run_1/route_heat.png
29 x 29 tiles, from dark blue (low) to red (high), scaled to the fullest tile. Values are wire area over tile area, all layers added.
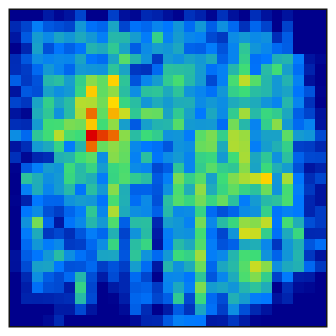
run_1/floorplan.png
Scale bar: 50 um. Pins as bars on the die edge. Tap cells in gray.
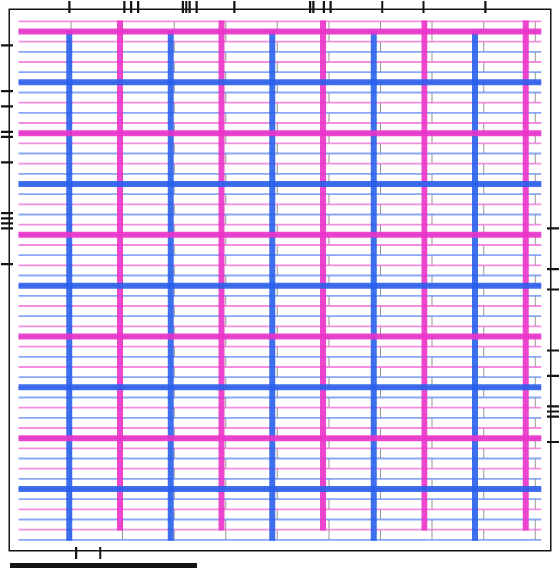
run_1/class_map.png
Fill, decap, tap and diode cells in gray.
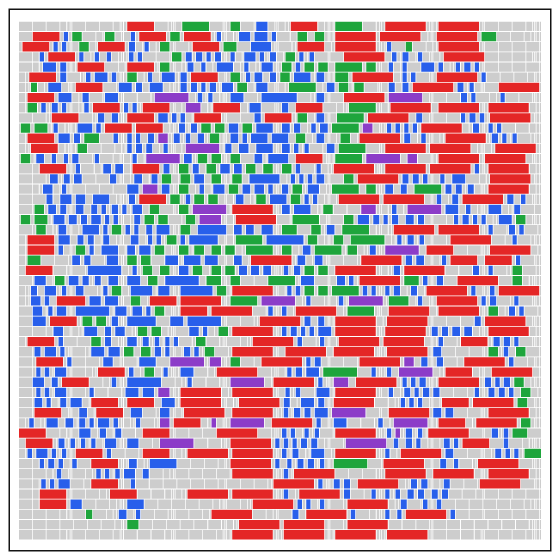
==> config.mk <==
export PLATFORM = sky130hd
export DESIGN_NAME = serial_command_decoder_flat
export DESIGN_NICKNAME = d
export VERILOG_FILES = /design/src/rtl/serial_command_decoder_if.sv /design/src/rtl/serial_command_decoder.sv /design/src/flat_wrapper.sv
export SDC_FILE = /design/constraint.sdc
export NUM_CORES = 1
export LEC_CHECK = 0
export ABC_AREA = 0
export CAP_MARGIN = 5
export CELL_PAD_IN_SITES_DETAIL_PLACEMENT = 1
export CELL_PAD_IN_SITES_GLOBAL_PLACEMENT = 1
export CORE_MARGIN = 2
export CORE_UTILIZATION = 44
export CTS_CLUSTER_DIAMETER = 100
export DETAILED_ROUTE_END_ITERATION = 16
export HOLD_SLACK_MARGIN = 0.02
export PLACE_DENSITY_LB_ADDON = 0.1
export SYNTH_ARGS = -nofsm -noshare
export SYNTH_HDL_FRONTEND = slang
export SYNTH_SLANG_ARGS = --single-unit
==> constraint.sdc <==
create_clock -name clk -period 2.7 [get_ports clk]
set_input_delay 0.54 -clock clk [delete_from_list [all_inputs] [get_ports clk]]
set_output_delay 0.54 -clock clk [all_outputs]
set_load 0.1 [all_outputs]
==> impl_metrics.tcl, run 1 <==
# metrics dict for downstream scripts
set metrics [dict create \
    run_status "finished, violations left" \
    violations "setup timing" \
    mostFrequentLayoutCells "nand2_1 (172), edfxtp_1 (128), buf_4 (118)" \
    netSwitchingPower_mw 1.32 \
    ys_seq_share_pct 59.5 \
    hold_violations 0 \
    grtUsageMet1_pct 31.1 \
    clk_pin_slew_ns 0.07 \
    required_ns 3.07 \
    flops 194 \
    top_area_cell "edfxtp_1" \
    ys_top_cells_by_count "nand2_1 (173), edfxtp_1 (128), nand3_1 (116), dfxtp_1 (66), nor2_1 (61)" \
    h-tree-depth 4 \
    ys_types 65 \
    wl_met3_um 984 \
    layout_min_cycle_time_ns 2.74 \
    logic_area_um2 3400 \
    portBuffers 37 \
    pre_cts_ws_ns -0.819 \
    clock_sinks 194 \
    gp_congestion 0.877 \
    drv_cap 0 \
    worstPathMaxFanout 8 \
    path_depth 15 \
    largestClassByArea "flip-flops and latches" \
    crit_chain "dlygate4sd2_1 > ha_1 > nor3_2 > buf_4 > a41o_1 > buf_4 > a31oi_1 > nor3b_2 > o22ai_1 > buf_4 > buf_4 > nor2_2 > buf_12 > nand3_1 > nand4_1" \
    fillers 2100 \
    n_antenna_cell 0 \
    adder_share_pct 2.54 \
    fin_skew_ns 0.00940 \
    top_usage_layer "met2" \
    grt.met3_usage_pct 4.50 \
    layout-drive-gt1-share_pct 22.9 \
    edf_count 128 \
    swShare_pct 22.5 \
    hp-class "flop to flop" \
    ys_top_logic_family "simple AND/OR/NAND/NOR gates" \
    postCtsHoldBufs 0 \
    cts-resized-gates 15 \
    buffers 158 \
    wl_met2_mm 13.7 \
    rr_worst_depth 14 \
    synthXorXnorAreaFrac_pct 2.62 \
    drt-initial-drc-count 421 \
    cts_root_buffer "clkbuf_16" \
    powerSeq_mw 3.15 \
    cp-start-kind "input pin" \
    cts_tree "done" \
    initCoreUtil_pct 44.8 \
    crit_family "buffers and inverters" \
    yosysMostFrequentCell "nand2_1" \
    ff2ff_setup_slack_ns 0.01 \
    timing.critical_path.mode_cell "buf_4" \
    arrival_ns 3.11 \
    clk_share_pct 5.23 \
    power_density_nw_per_um2 529 \
    cpMaxStageDelayCell "ha_1" \
    tapCellCount 265 \
    largest_reg_flops 128 \
    clkPwrFrac_pct 42.9 \
    lay_top_count "nand2_1" \
    top_area_share_pct 44.3 \
    inv_count 17 \
    stdcell_count 1236 \
    ys_ff 194 \
    setup_ws_ns -0.0370 \
    combPwrFrac_pct 3.2 \
    drt_wl_total_mm 26.3 \
    fin_crit_sh_pct 101 \
    syn_area_um2 8680 \
    avgViaCountPerCell 5.56 \
    postCtsSetupBuffers 8 \
    critical_path.n_buffers_inverters 6 \
    maxSlewViolCount 0 \
    hpwl_mm 17.8 \
    synth.cellmix.compoundShare_pct 6.69 \
    drtAntennaViolNets 0 \
    comb-power_mw 0.190 \
    clock_path_buffers 2 \
    pwr-share-seq_pct 53.9 \
    hold_depth 2 \
    grt_pass1_vias 7204 \
    overflow 0 \
    fp_nets 857 \
    yosys_warnings 0 \
    ys_cells 828 \
    rsz0062_at_grt "true" \
    ff_type "edfxtp_1" \
    clkbuf_count 19 \
    cp-end-kind "flop" \
    cpPeakStageDelay_ns 0.32 \
    chipArea_um2 20900 \
    final-nonclk-buf-share_pct 13.8 \
    p_leak_nw 4.06 \
    cts_buffers 17 \
    comb_share_pct 30.7 \
    max_clock_freq_ghz 0.365 \
    worst_slew_pin_slew_ns 0.645 \
    drc 0 \
    path_class "input pin to flop" \
    fin_tns_setup_ns -0.0868 \
    fin_nets 987 \
    routedWlPerCell_um 21.3 \
    finalSetupViolations 4 \
]
-- route_heat.png (at the start) --
densest ninth of the die = center
fullest tile = 0.68
nearly empty tiles = 9.8%
GRT Util Overall: 25.5%
Vias: 6878

-- floorplan.png (at the start) --
blue -> VSS
magenta -> VDD
signal pins = 38
met1 rails = 52
met4 straps = 10
Core Region: 19400 um2
VDD IR-drop max: 499 uV
Die Width: 144 um
die height: 144 um

-- class_map.png (at the start) --
red -> sequential cells  # cells 194, share of their area 48%
purple -> clock drivers and dummy loads  # cells 32, share of their area 5.4%
blue -> remaining logic cells  # cells 587, share of their area 32%
green -> remaining buffers and delay cells  # cells 158, share of their area 14%
final instance area: 11100 um2
flop share of the area: 46.6%
Util after Layout: 57.1%
cell row count: 51

run_1/port_trees.png
Scale bar: 50 um.
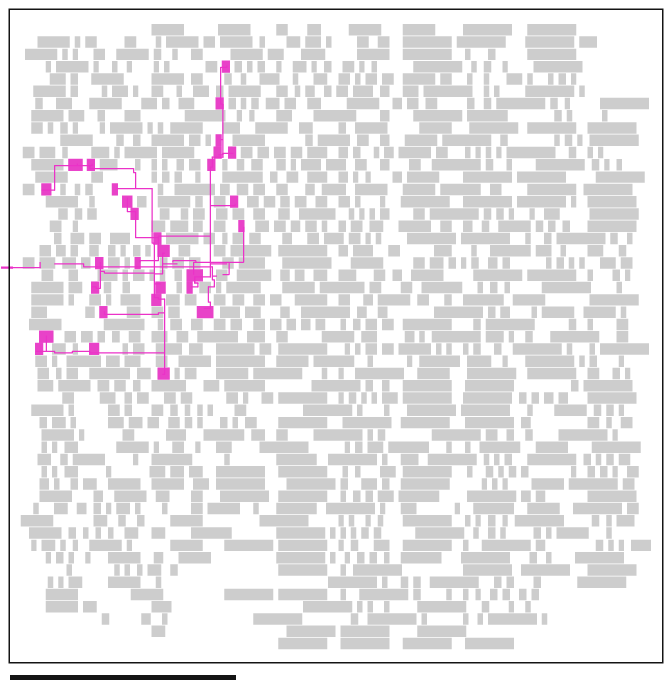

==> run 1 -> run 2 <==
--- a/config.mk
+++ b/config.mk
@@ -6,13 +6,15 @@
 export NUM_CORES = 1
 export LEC_CHECK = 0
 export ABC_AREA = 0
-export CAP_MARGIN = 5
+export CAP_MARGIN = 10
 export CELL_PAD_IN_SITES_DETAIL_PLACEMENT = 1
 export CELL_PAD_IN_SITES_GLOBAL_PLACEMENT = 1
 export CORE_MARGIN = 2
-export CORE_UTILIZATION = 44
+export CORE_UTILIZATION = 46
 export CTS_CLUSTER_DIAMETER = 100
 export DETAILED_ROUTE_END_ITERATION = 16
+export DONT_BUFFER_PORTS = 1
+export GPL_TIMING_DRIVEN = 1
 export HOLD_SLACK_MARGIN = 0.02
 export PLACE_DENSITY_LB_ADDON = 0.1
 export SYNTH_ARGS = -nofsm -noshare
run_2/port_trees.png
Scale bar: 50 um.
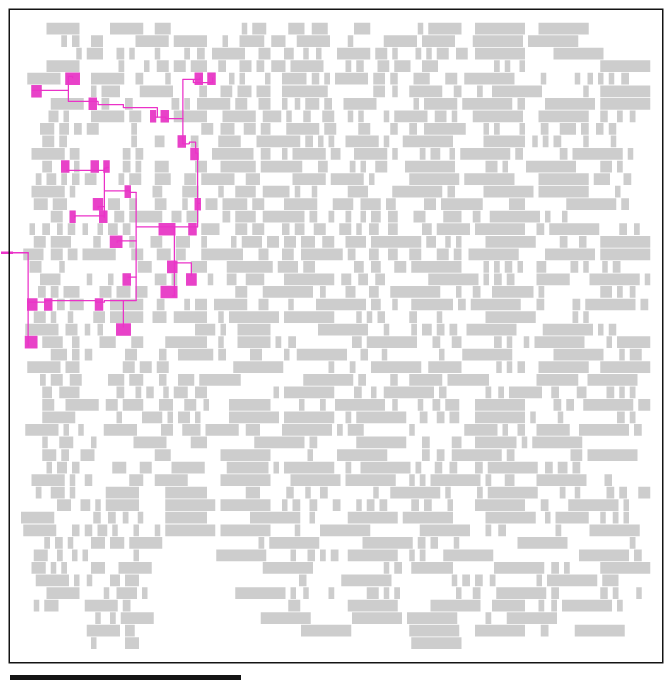
magenta -> `bus_rx_finish`  # bits 1, direction input, edge west, end cells 29, buffers 0, wire 245 um
Port Buffers: 0
total I/O pin count: 38

==> run 2 against run 1 <==
Clock-buffer cell count down 1. Clock skew is 0.0010 ns higher. Sequential power about the same. Synthesized cell count unchanged. First-iteration DRC count decreased by 29%. The run now ends clean. Setup slack improved by 0.084 ns. Core utilization fell by 3.1 points. Wire length shrank 5.7%. Power decreased by 2.5%. Maximum frequency increased by 3.2%. Global-route usage is 0.40 points lower. Critical path depth is 6 lower. Critical path type is now flop to flop.
==> impl_metrics.tcl, run 2 <==
# metrics dict for downstream scripts
set metrics [dict create \
    pwr-share-seq_pct 55.3 \
    syn_area_um2 8680 \
    clk_share_pct 5.75 \
    comb-power_mw 0.0443 \
    crit_chain "buf_4 > ha_1 > a211o_2 > o32a_2 > buf_12 > nand2_1 > nand3_1 > nand3_1 > nand4_1" \
    setup_ws_ns 0.0470 \
    rr_worst_depth 9 \
    flops 194 \
    grtUsageMet1_pct 31.9 \
    grt.met3_usage_pct 3.61 \
    ys_cells 828 \
    netSwitchingPower_mw 1.22 \
    lay_top_count "nand2_1" \
    grt_pass1_vias 6832 \
    maxSlewViolCount 0 \
    max_clock_freq_ghz 0.377 \
    vdd_drop_max_uv 453 \
    path_depth 9 \
    yosys_warnings 0 \
    cts_tree "done" \
    edf_count 128 \
    synthXorXnorAreaFrac_pct 2.62 \
    cp-start-kind "flop" \
    grt_usage_pct 25.1 \
    p_leak_nw 3.53 \
    top_area_share_pct 44.3 \
    inv_count 17 \
    rows 50 \
    top_area_cell "edfxtp_1" \
    powerSeq_mw 3.16 \
    arrival_ns 2.96 \
    ys_ff 194 \
    hpwl_mm 15.7 \
    ff_type "edfxtp_1" \
    path_class "flop to flop" \
    routedWlPerCell_um 22.2 \
    fin_nets 900 \
    clock_sinks 194 \
    top_usage_layer "met2" \
    fin_tns_setup_ns 0 \
    largestClassByArea "flip-flops and latches" \
    yosysMostFrequentCell "nand2_1" \
    largest_reg_flops 128 \
    timing.critical_path.mode_cell "nand3_1" \
    fin_skew_ns 0.0105 \
    worst_slew_pin_slew_ns 1.00 \
    sh_seq_area_pct 51.4 \
    ys_top_cells_by_count "nand2_1 (173), edfxtp_1 (128), nand3_1 (116), dfxtp_1 (66), nor2_1 (61)" \
    finalSetupViolations 0 \
    clkPwrFrac_pct 43.9 \
    cts_buffers 17 \
    drv_cap 0 \
    tapCellCount 234 \
    combPwrFrac_pct 0.8 \
    wl_met3_um 755 \
    drc 0 \
    drtAntennaViolNets 0 \
    chipArea_um2 20000 \
    cts_root_buffer "clkbuf_16" \
    drt-initial-drc-count 299 \
    fp_nets 857 \
    ys_top_logic_family "simple AND/OR/NAND/NOR gates" \
    h-tree-depth 4 \
    run_status "finished clean" \
    vias 6507 \
    drt_wl_total_mm 24.8 \
    avgViaCountPerCell 5.82 \
    buffers 71 \
    hold_violations 0 \
]
No activity file was given, so power comes from the tool's default toggle rates.
